Figure 1. Floorplan with the power grid.
Pins as bars on the die edge.
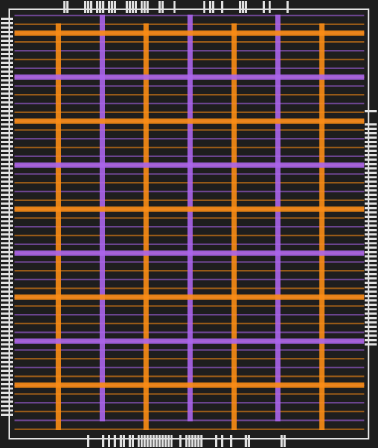
Figure 2. The metal 1 layer.
Supply wires on this layer in gray.
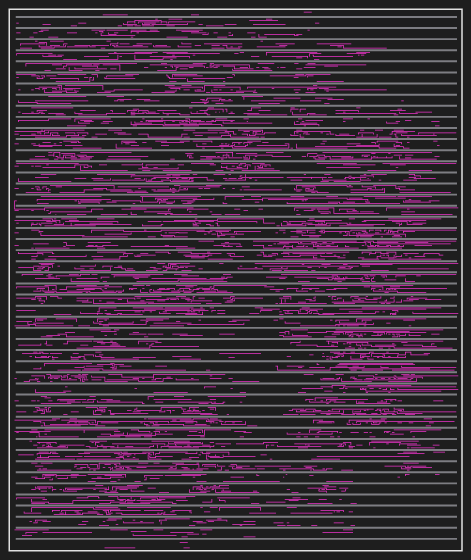
Figure 3. Where the registers sit.
Other sequential cells in the stronger gray, the rest of the logic in the fainter gray.
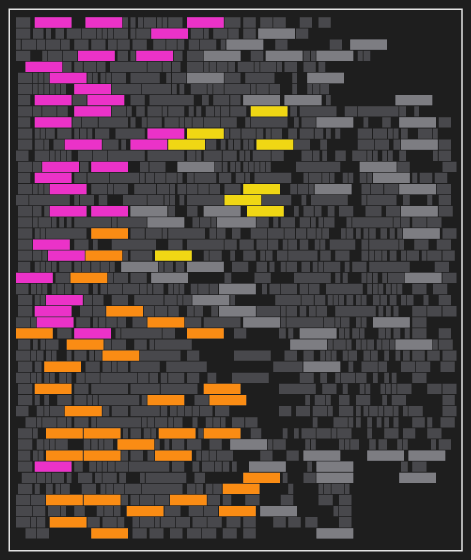
File: src/rtl/mem_pkg.sv
// Shared encodings for the MEM-stage access controller: access sizes, response
// error codes, FSM states and the request fault classifier.
package mem_pkg;

  localparam logic [1:0] SZ_BYTE = 2'b00;
  localparam logic [1:0] SZ_HALF = 2'b01;
  localparam logic [1:0] SZ_WORD = 2'b10;
  localparam logic [1:0] SZ_ILL  = 2'b11;

  localparam logic [1:0] ERR_OK      = 2'b00;
  localparam logic [1:0] ERR_ALIGN   = 2'b01;
  localparam logic [1:0] ERR_TIMEOUT = 2'b10;
  localparam logic [1:0] ERR_SIZE    = 2'b11;

  typedef enum logic [1:0] {
    ST_IDLE   = 2'd0,
    ST_ACCESS = 2'd1,
    ST_RESP   = 2'd2
  } state_t;

  // Illegal size wins over misalignment so the pipeline sees the root cause.
  function automatic logic [1:0] faultCode(input logic [1:0] size, input logic [1:0] lane);
    logic [1:0] code;
    code = ERR_OK;
    if (size == SZ_ILL)
      code = ERR_SIZE;
    else if ((size == SZ_HALF) && lane[0])
      code = ERR_ALIGN;
    else if ((size == SZ_WORD) && (lane != 2'b00))
      code = ERR_ALIGN;
    return code;
  endfunction

endpackage

File: src/rtl/load_ext.sv
// Load-path lane extraction: selects the addressed byte/half of a little-endian
// word and sign- or zero-extends it to 32 bits. Words pass through untouched.
module load_ext
  import mem_pkg::*;
(
  input  logic [31:0] i_rdata,
  input  logic [1:0]  i_size,
  input  logic        i_unsigned,
  input  logic [1:0]  i_lane,
  output logic [31:0] o_data
);

  logic [7:0]  w_byte;
  logic [15:0] w_half;

  always_comb begin
    w_byte = i_rdata[7:0];
    case (i_lane)
      2'd1:    w_byte = i_rdata[15:8];
      2'd2:    w_byte = i_rdata[23:16];
      2'd3:    w_byte = i_rdata[31:24];
      default: w_byte = i_rdata[7:0];
    endcase
    w_half = i_lane[1] ? i_rdata[31:16] : i_rdata[15:0];

    o_data = i_rdata;
    case (i_size)
      SZ_BYTE: o_data = {{24{w_byte[7] & ~i_unsigned}}, w_byte};
      SZ_HALF: o_data = {{16{w_half[15] & ~i_unsigned}}, w_half};
      default: o_data = i_rdata;
    endcase
  end

endmodule

File: src/rtl/mem_stage_access.sv
// MEM-stage data-memory access controller: packs stores into byte lanes, issues
// one access to a variable-latency RAM, and returns an extended load or an error.
module mem_stage_access
  import mem_pkg::*;
#(
  parameter int TIMEOUT = 255
) (
  input  logic        clk,
  input  logic        rst_n,
  input  logic        req_valid,
  output logic        req_ready,
  input  logic        req_we,
  input  logic [1:0]  req_size,
  input  logic        req_unsigned,
  input  logic [31:0] req_addr,
  input  logic [31:0] req_wdata,
  output logic        mem_en,
  output logic [3:0]  mem_we,
  output logic [29:0] mem_addr,
  output logic [31:0] mem_wdata,
  input  logic [31:0] mem_rdata,
  input  logic        mem_ack,
  output logic        rsp_valid,
  output logic [31:0] rsp_rdata,
  output logic [1:0]  rsp_err,
  output logic        stall
);

  localparam int CW = (TIMEOUT > 1) ? $clog2(TIMEOUT) : 1;
  localparam logic [CW-1:0] CNT_LAST = CW'(TIMEOUT - 1);

  state_t      r_state;
  state_t      w_nextState;
  logic [CW-1:0] r_cnt;

  logic        r_memEn;
  logic [3:0]  r_memWe;
  logic [29:0] r_memAddr;
  logic [31:0] r_memWdata;
  logic        r_rspValid;
  logic [31:0] r_rspRdata;
  logic [1:0]  r_rspErr;

  logic        r_isStore;
  logic [1:0]  r_size;
  logic        r_unsigned;
  logic [1:0]  r_lane;

  logic [1:0]  w_fault;
  logic        w_timeout;
  logic [3:0]  w_packWe;
  logic [31:0] w_packData;
  logic [31:0] w_extData;

  assign w_fault   = faultCode(req_size, req_addr[1:0]);
  assign w_timeout = (r_state == ST_ACCESS) && !mem_ack && (r_cnt == CNT_LAST);

  // Store lane packing; data is replicated so the RAM only needs byte enables.
  always_comb begin
    w_packWe   = 4'b0000;
    w_packData = req_wdata;
    case (req_size)
      SZ_BYTE: begin
        w_packData = {4{req_wdata[7:0]}};
        w_packWe   = 4'b0001 << req_addr[1:0];
      end
      SZ_HALF: begin
        w_packData = {2{req_wdata[15:0]}};
        w_packWe   = req_addr[1] ? 4'b1100 : 4'b0011;
      end
      SZ_WORD: w_packWe = 4'b1111;
      default: w_packWe = 4'b0000;
    endcase
    if (!req_we)
      w_packWe = 4'b0000;
  end

  load_ext u_loadExt (
    .i_rdata    (mem_rdata),
    .i_size     (r_size),
    .i_unsigned (r_unsigned),
    .i_lane     (r_lane),
    .o_data     (w_extData)
  );

  always_ff @(posedge clk or negedge rst_n) begin
    if (!rst_n)
      r_state <= ST_IDLE;
    else
      r_state <= w_nextState;
  end

  always_comb begin
    w_nextState = r_state;
    req_ready   = 1'b0;
    stall       = 1'b0;
    case (r_state)
      ST_IDLE: begin
        req_ready = 1'b1;
        stall     = req_valid;
        if (req_valid)
          w_nextState = (w_fault != ERR_OK) ? ST_RESP : ST_ACCESS;
      end
      ST_ACCESS: begin
        stall = 1'b1;
        if (mem_ack || w_timeout)
          w_nextState = ST_RESP;
      end
      ST_RESP: w_nextState = ST_IDLE;
      default: w_nextState = ST_IDLE;
    endcase
  end

  // Datapath registers; reset during ACCESS drops mem_en with no response.
  always_ff @(posedge clk or negedge rst_n) begin
    if (!rst_n) begin
      r_cnt      <= '0;
      r_memEn    <= 1'b0;
      r_memWe    <= 4'b0000;
      r_memAddr  <= '0;
      r_memWdata <= '0;
      r_rspValid <= 1'b0;
      r_rspRdata <= '0;
      r_rspErr   <= ERR_OK;
      r_isStore  <= 1'b0;
      r_size     <= SZ_BYTE;
      r_unsigned <= 1'b0;
      r_lane     <= 2'b00;
    end else begin
      r_rspValid <= 1'b0;
      if ((r_state == ST_ACCESS) && (w_nextState == ST_ACCESS))
        r_cnt <= r_cnt + 1'b1;
      else
        r_cnt <= '0;

      case (r_state)
        ST_IDLE: begin
          if (req_valid) begin
            if (w_fault != ERR_OK) begin
              r_rspValid <= 1'b1;
              r_rspErr   <= w_fault;
              r_rspRdata <= '0;
            end else begin
              r_memEn    <= 1'b1;
              r_memAddr  <= req_addr[31:2];
              r_memWe    <= w_packWe;
              r_memWdata <= w_packData;
              r_isStore  <= req_we;
              r_size     <= req_size;
              r_unsigned <= req_unsigned;
              r_lane     <= req_addr[1:0];
            end
          end
        end
        ST_ACCESS: begin
          if (mem_ack) begin
            r_memEn    <= 1'b0;
            r_rspValid <= 1'b1;
            r_rspErr   <= ERR_OK;
            r_rspRdata <= r_isStore ? 32'h0 : w_extData;
          end else if (w_timeout) begin
            r_memEn    <= 1'b0;
            r_rspValid <= 1'b1;
            r_rspErr   <= ERR_TIMEOUT;
            r_rspRdata <= '0;
          end
        end
        default: ;
      endcase
    end
  end

  assign mem_en    = r_memEn;
  assign mem_we    = r_memWe;
  assign mem_addr  = r_memAddr;
  assign mem_wdata = r_memWdata;
  assign rsp_valid = r_rspValid;
  assign rsp_rdata = r_rspRdata;
  assign rsp_err   = r_rspErr;

endmodule

File: config.mk
export PLATFORM = sky130hd
export DESIGN_NAME = mem_stage_access
export DESIGN_NICKNAME = d
export VERILOG_FILES = /design/src/rtl/mem_pkg.sv /design/src/rtl/load_ext.sv /design/src/rtl/mem_stage_access.sv
export SDC_FILE = /design/constraint.sdc
export NUM_CORES = 1
export LEC_CHECK = 0
export ABC_AREA = 1
export CAP_MARGIN = 20
export CORE_ASPECT_RATIO = 1.2
export CORE_MARGIN = 1
export CORE_UTILIZATION = 41
export CTS_CLUSTER_DIAMETER = 150
export CTS_CLUSTER_SIZE = 16
export DETAILED_ROUTE_END_ITERATION = 7
export PLACE_DENSITY = 0.77
export SLEW_MARGIN = 20
export SYNTH_ARGS = -nofsm -noshare
export SYNTH_HDL_FRONTEND = slang
export SYNTH_HIERARCHICAL = 1
export SYNTH_SLANG_ARGS = --single-unit
File: constraint.sdc
create_clock -name clk -period 1.4 [get_ports clk]
set_input_delay 0.28 -clock clk [delete_from_list [all_inputs] [get_ports clk]]
set_output_delay 0.28 -clock clk [all_outputs]
set_load 0.01 [all_outputs]
==> results.ini <==
[power]
clkPwrFrac_pct=28.3
pwr-share-seq_pct=30.1
power_density_nw_per_um2=1630
power_uw=16900
powerClk_uw=4790

[final_timing]
setup_ws_ps=-282
fmax_mhz=595
worst_pin_slew_ps=554
setup_viol=118

[synthesis]
synth-async-reset-ratio_pct=100
logic_family=simple AND/OR/NAND/NOR gates
edf_count=0

[finish]
synthToLayoutAreaGrowth_pct=79.6
ff_count=118
largest_class=buffers
antennaDiodeCount=0

[setup_path]
worstPathRequired_ps=1690
path_max_fanout=8
max_stage_delay_ps=390
critical-path-top-delay-family=simple AND/OR/NAND/NOR gates

[floorplan]
die-area_um2=14600
pin_count=208
die_width_um=111

[drt]
drt-pass1-iter-count=7

[run_status]
status=finished with violations
violations=negative setup slack

[job]
max_cap_violations=0

[grt]
grt_use_met1_pct=33.9

Notes on Figure 1 above:
Orange is VSS. Purple is VDD.
7 straps on met4. 208 signal pins sit on the boundary. 48 met1 rails follow the rows.

Notes on Figure 2 above:
The wires run mostly horizontal. The layer carries 8230 um of wire. The layer holds 36% of the routed length.

Notes on Figure 3 above:
Magenta is mem_addr, placed flops 30. Yellow is r_cnt, placed flops 8. Orange is mem_wdata, placed flops 32.

sequential cells by signal (all words and copies together) (netlist names):
name,cells
mem_wdata,32
rsp_rdata,32
mem_addr,30
r_cnt,8
mem_we,4
r_lane,2
r_size,2
r_state,2
rsp_err,2
mem_en,1
r_isStore,1
r_unsigned,1
rsp_valid,1
path summary, 6_finish.rpt:
| path | startpoint | endpoint | cells after the start | slack, ps |
|---|---|---|---|---|
| max | r_cnt[0] | rsp_rdata[7] | 8 | -280 |
| min | rst_n | mem_addr[14] | 2 | 300 |
| max reg2reg | r_cnt[0] | rsp_rdata[7] | 8 | -280 |
| min reg2reg | mem_addr[17] | mem_addr[17] | 2 | 480 |
| max in group asynchronous | rst_n | rsp_rdata[23] | 3 | 560 |
| min in group clk | req_addr[21] | mem_addr[19] | 3 | 390 |
No activity file was given, so power comes from the tool's default toggle rates.
